$ cat config.mk
export PLATFORM = sky130hd
export DESIGN_NAME = fifo_drain
export DESIGN_NICKNAME = d
export VERILOG_FILES = /design/src/rtl/fifo_drain.sv
export SDC_FILE = /design/constraint.sdc
export NUM_CORES = 1
export LEC_CHECK = 0
export ABC_AREA = 1
export CAP_MARGIN = 20
export CORE_MARGIN = 5
export CORE_UTILIZATION = 46
export DETAILED_ROUTE_END_ITERATION = 10
export GPL_ROUTABILITY_DRIVEN = 0
export HOLD_SLACK_MARGIN = 0.08
export PLACE_DENSITY = 0.84
export SYNTH_ARGS = -nofsm -noshare
export SYNTH_HDL_FRONTEND = slang
export SYNTH_SLANG_ARGS = --single-unit
$ cat constraint.sdc
create_clock -name clk -period 2.46 [get_ports clk]
set_input_delay 0.246 -clock clk [delete_from_list [all_inputs] [get_ports clk]]
set_output_delay 0.246 -clock clk [all_outputs]
set_load 0.005 [all_outputs]
$ cat src/rtl/fifo_drain.sv
// FIFO consumer stage: pops words, absorbs RAM read latency in a C=RD_LAT+1 entry skid buffer.
// Optional `FIFO_DRAIN_COUNT_EN` adds a 16-bit wrapping transfer counter output word_count.
module fifo_drain #(
  parameter int width  = 4,
  parameter int RD_LAT = 1
) (
  input  logic             clk,
  input  logic             reset,
  input  logic             fifo_empty,
  input  logic [width-1:0] fifo_data,
  output logic             fifo_read,
  output logic [width-1:0] out_data,
  output logic             out_valid,
  input  logic             out_ready
`ifdef FIFO_DRAIN_COUNT_EN
  ,
  output logic [15:0]      word_count
`endif
);

  localparam int C  = RD_LAT + 1;
  localparam int PW = $clog2(C);
  localparam int OW = $clog2(C + 1);

  logic [width-1:0]  mem [C];
  logic [PW-1:0]     head;
  logic [PW-1:0]     tail;
  logic [OW-1:0]     occ;
  logic [RD_LAT-1:0] inflight;
  logic [OW-1:0]     inflight_cnt;
  logic              capture;
  logic              transfer;

  function automatic logic [PW-1:0] ptr_next(input logic [PW-1:0] p);
    return (p == PW'(C - 1)) ? '0 : p + PW'(1);
  endfunction

  assign capture   = inflight[RD_LAT-1];
  assign out_valid = (occ != '0);
  assign transfer  = out_valid && out_ready;
  assign out_data  = mem[head];

  always_comb begin
    inflight_cnt = '0;
    for (int i = 0; i < RD_LAT; i++) begin
      inflight_cnt = inflight_cnt + OW'(inflight[i]);
    end
  end

  // Count words already promised to the buffer so a pop never outruns free space.
  assign fifo_read = !reset && !fifo_empty &&
                     ((int'(occ) + int'(inflight_cnt) - int'(transfer)) < C);

  always_ff @(posedge clk) begin
    if (reset) begin
      occ      <= '0;
      head     <= '0;
      tail     <= '0;
      inflight <= '0;
    end else begin
      inflight <= (inflight << 1) | RD_LAT'(fifo_read);
      if (capture) tail <= ptr_next(tail);
      if (transfer) head <= ptr_next(head);
      case ({capture, transfer})
        2'b10:   occ <= occ + OW'(1);
        2'b01:   occ <= occ - OW'(1);
        default: occ <= occ;
      endcase
    end
  end

  always_ff @(posedge clk) begin
    if (!reset && capture) mem[tail] <= fifo_data;
  end

`ifdef FIFO_DRAIN_COUNT_EN
  always_ff @(posedge clk) begin
    if (reset) word_count <= '0;
    else if (transfer) word_count <= word_count + 16'd1;
  end
`endif

  assert property (@(posedge clk) disable iff (reset) capture |-> (occ != OW'(C)));

endmodule

ff_map.png
Scale bar: 10 um.
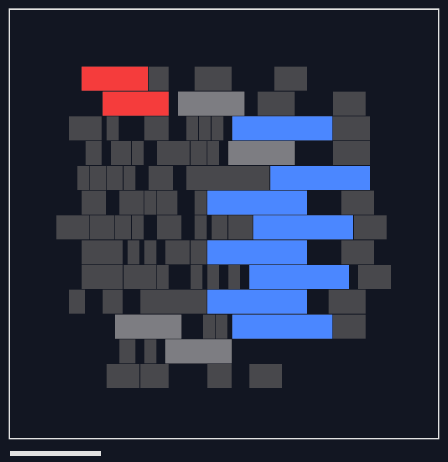
| color | signal | flops |
|---|---|---|
| red | occ | 2 |
| blue | mem | 8 |
not colored: 4
Seq area share: 41.86%
P_seq: 0.000322 W

sizing.png
Scale bar: 10 um.
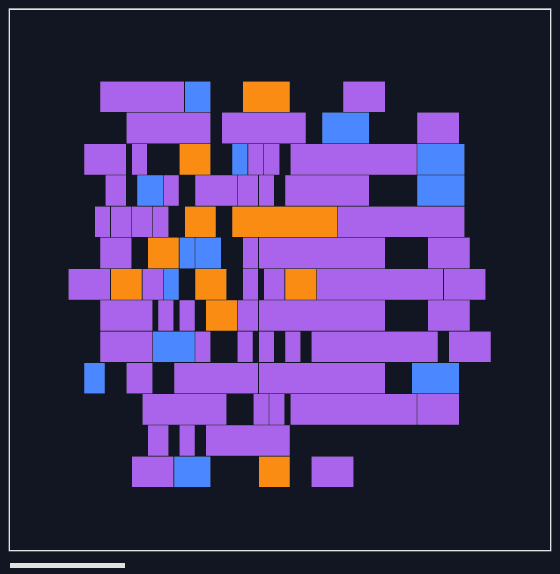
| color | size | cells | most used |
|---|---|---|---|
| blue | x2 | 13 | mux2_2 |
| orange | x3 and x4 | 10 | buf_4 |
| purple | x1 and smaller | 57 | clkdlybuf4s50_1 |
setup slack after layout: 0.09250 ns
synthesis-to-layout area growth: 36.78%
cell area after layout: 860.8 um2

layers.png
Scale bar: 10 um.
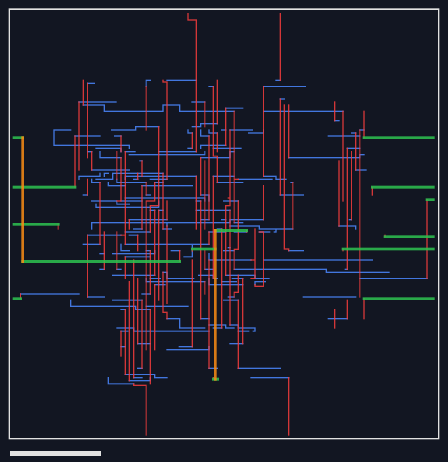
| color | layer | wire length |
|---|---|---|
| green | M3 | 74.3 um |
| orange | M4 | 29.9 um |
| blue | M1 | 464 um |
| red | M2 | 607 um |
Total Routing Usage GR: 12.29%
vias: 474
WL/cell: 12.36 um
WL final: 1174 um

port_trees.png
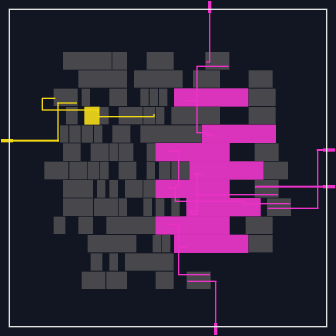
| color | port | bits | direction | edge | end cells | wire |
|---|---|---|---|---|---|---|
| magenta | fifo_data | 4 | input | 2 right, 1 bottom, 1 top | 8 | 129 um |
| yellow | out_valid | 1 | output | left | 1 | 35.8 um |

==> logic make-up after synthesis <==
family                     share of synthesized area [%]
muxes                                              7.157
and+or+nand+nor                                    16.90
AOI/OAI and AO/OA                                  4.770
adders and majority gates                          9.146
buffers and inverters                              4.772
DFF                                                57.26
==> worst min-delay path, cell delays in order, from the launching register on <==
cell,delay [ns]
dfxtp_1,0.32
nand2_1,0.06
a21oi_1,0.06
==> cells in the final DEF (no fill, tap or decap) <==
cell type	count
a21oi_1	4
a21oi_2	1
buf_2	1
buf_4	5
clkbuf_1	1
clkbuf_4	3
clkdlybuf4s50_1	12
dfxtp_1	6
edfxtp_1	8
fa_1	1
ha_1	2
ha_4	1
inv_1	5
inv_2	3
mux2_2	4
nand2_1	7
nand2_2	2
nand3_1	2
nand3_2	1
nor2_1	5
nor2_2	1
nor2_4	1
nor3_1	1
nor3b_1	1
o21ai_1	1
or2_1	1
==> sequential cells by signal, summed over array words and instances, names as in the netlist, named ones only <==
register and count:
capture 1, head 1, mem 8, occ 2, tail 1
==> per-stage QoR <==
stage | utilization [%] | worst slack (ns) | power, W | hold WS (ns) | TNS (ns)
final | 66.15 | 0.09250 | 0.0009183 | 0.4863 | 0
after global routing | 66.15 | -0.02025 | 0.0009901 | 0.4988 | -0.02025
after CTS | 64.33 | 0.05991 | 0.0008676 | 0.4883 | 0
after detailed placement | 62.69 | -0.2901 | 0.0007436 | 0.4764 | -0.2901
after global placement | 62.69 | -0.2907 | 0.0007304 | 0.4498 | -0.2907
after floorplan | - | 0.5276 | 0.0005629 | 0.3151 | 0
==> repair_timing <==
action,4_1_cts,5_1_grt
endpoints found under the setup margin,1,1
pin swaps,1,3
resized,4,6
==> flow_metrics.tcl <==
# yosys + openroad results
set metrics [dict create \
    outcome "completed" \
    vias_per_cell 4.989 \
    period_needed_ns 2.368 \
    warning_count 27 \
    worst_clock_skew_ns 0.001327 \
    n_all_buffers 18 \
    achievable-frequency_mhz 422.4 \
    largest_cell_class "flip-flops and latches" \
    clk_latency_ns 0.27 \
    reg2reg_from "occ[1]$_SDFFE_PP0N_" \
    dp_cells 91 \
    tritoncts "yes" \
    cts_buffer_depth 2 \
    r2r_slack_ns 0.76 \
    io_pins 14 \
    syn_area_um2 629.4 \
    inv_count 8 \
    period_used_pct 96.24 \
    intPower_w 0.0006011 \
    clkCellAreaFrac_pct 3.052 \
    comb_area_um2 262.8 \
    met2_usage_pct 21.95 \
    path_depth 10 \
    edf_count 8 \
    h-tree-depth 1 \
    dpl.hpwl_um 908.2 \
    buf_share_pct 18.90 \
    path_cells "clkdlybuf4s50_1 > inv_2 > nor2_4 > ha_4 > inv_2 > nand2_2 > fa_1 > nand3_2 > a21oi_2 > buf_2" \
    cpMostUsedCell "inv_2" \
    p_sw_w 0.0003172 \
    instances_no_fill 95 \
    antenna_found_initial 0 \
    maxSlewViolCount 0 \
    p_clk_share_pct 14.2 \
    swShare_pct 34.54 \
    ys.flop_type "edfxtp_1" \
    grt_pass1_vias 481 \
    synthCells 58 \
    worstMarginPinSlew_ns 0.5503 \
    use_met1_pct 11.24 \
    ff2ff_path_depth 8 \
    first_pass_iters 4 \
    met2_length_um 606 \
    die_h_um 46.99 \
    worstSetupStartpoint "out_ready" \
    maxCapViolations 0 \
    arrival_ns 2.12 \
    synth_flops 14 \
    setup.worst_path.class "in -> out" \
    fp_util_pct 48.37 \
    comb_area_share_pct 30.52 \
    final_nets 93 \
    p_per_area_mw_per_mm2 1067 \
    wl_met3_um 74 \
    pwr-share-seq_pct 35.0 \
    numCtsBuffers 3 \
    hold_path.class "reg -> reg" \
    drt-initial-drc-count 6 \
    power_top_consumer "combinational cells" \
    synth_cell_types 18 \
    cts_setup_buffers 0 \
    seqCellArea_um2 360.3 \
    n_tap_cell 15 \
    post_dp_cell_area_um2 815.8 \
    comb-power_w 0.000466 \
    drt-met1-wl_um 463 \
    cts-root-buf "clkbuf_4" \
    yosysWarnings 0 \
    pwr-share-comb_pct 50.8 \
    n_clock_buffer 4 \
    worst_setup_path_start_kind "input port" \
    cts_num_sinks 14 \
    async_reset_ff_share_pct 0 \
    diodes 0 \
]
Power and IR drop assume default switching activity.
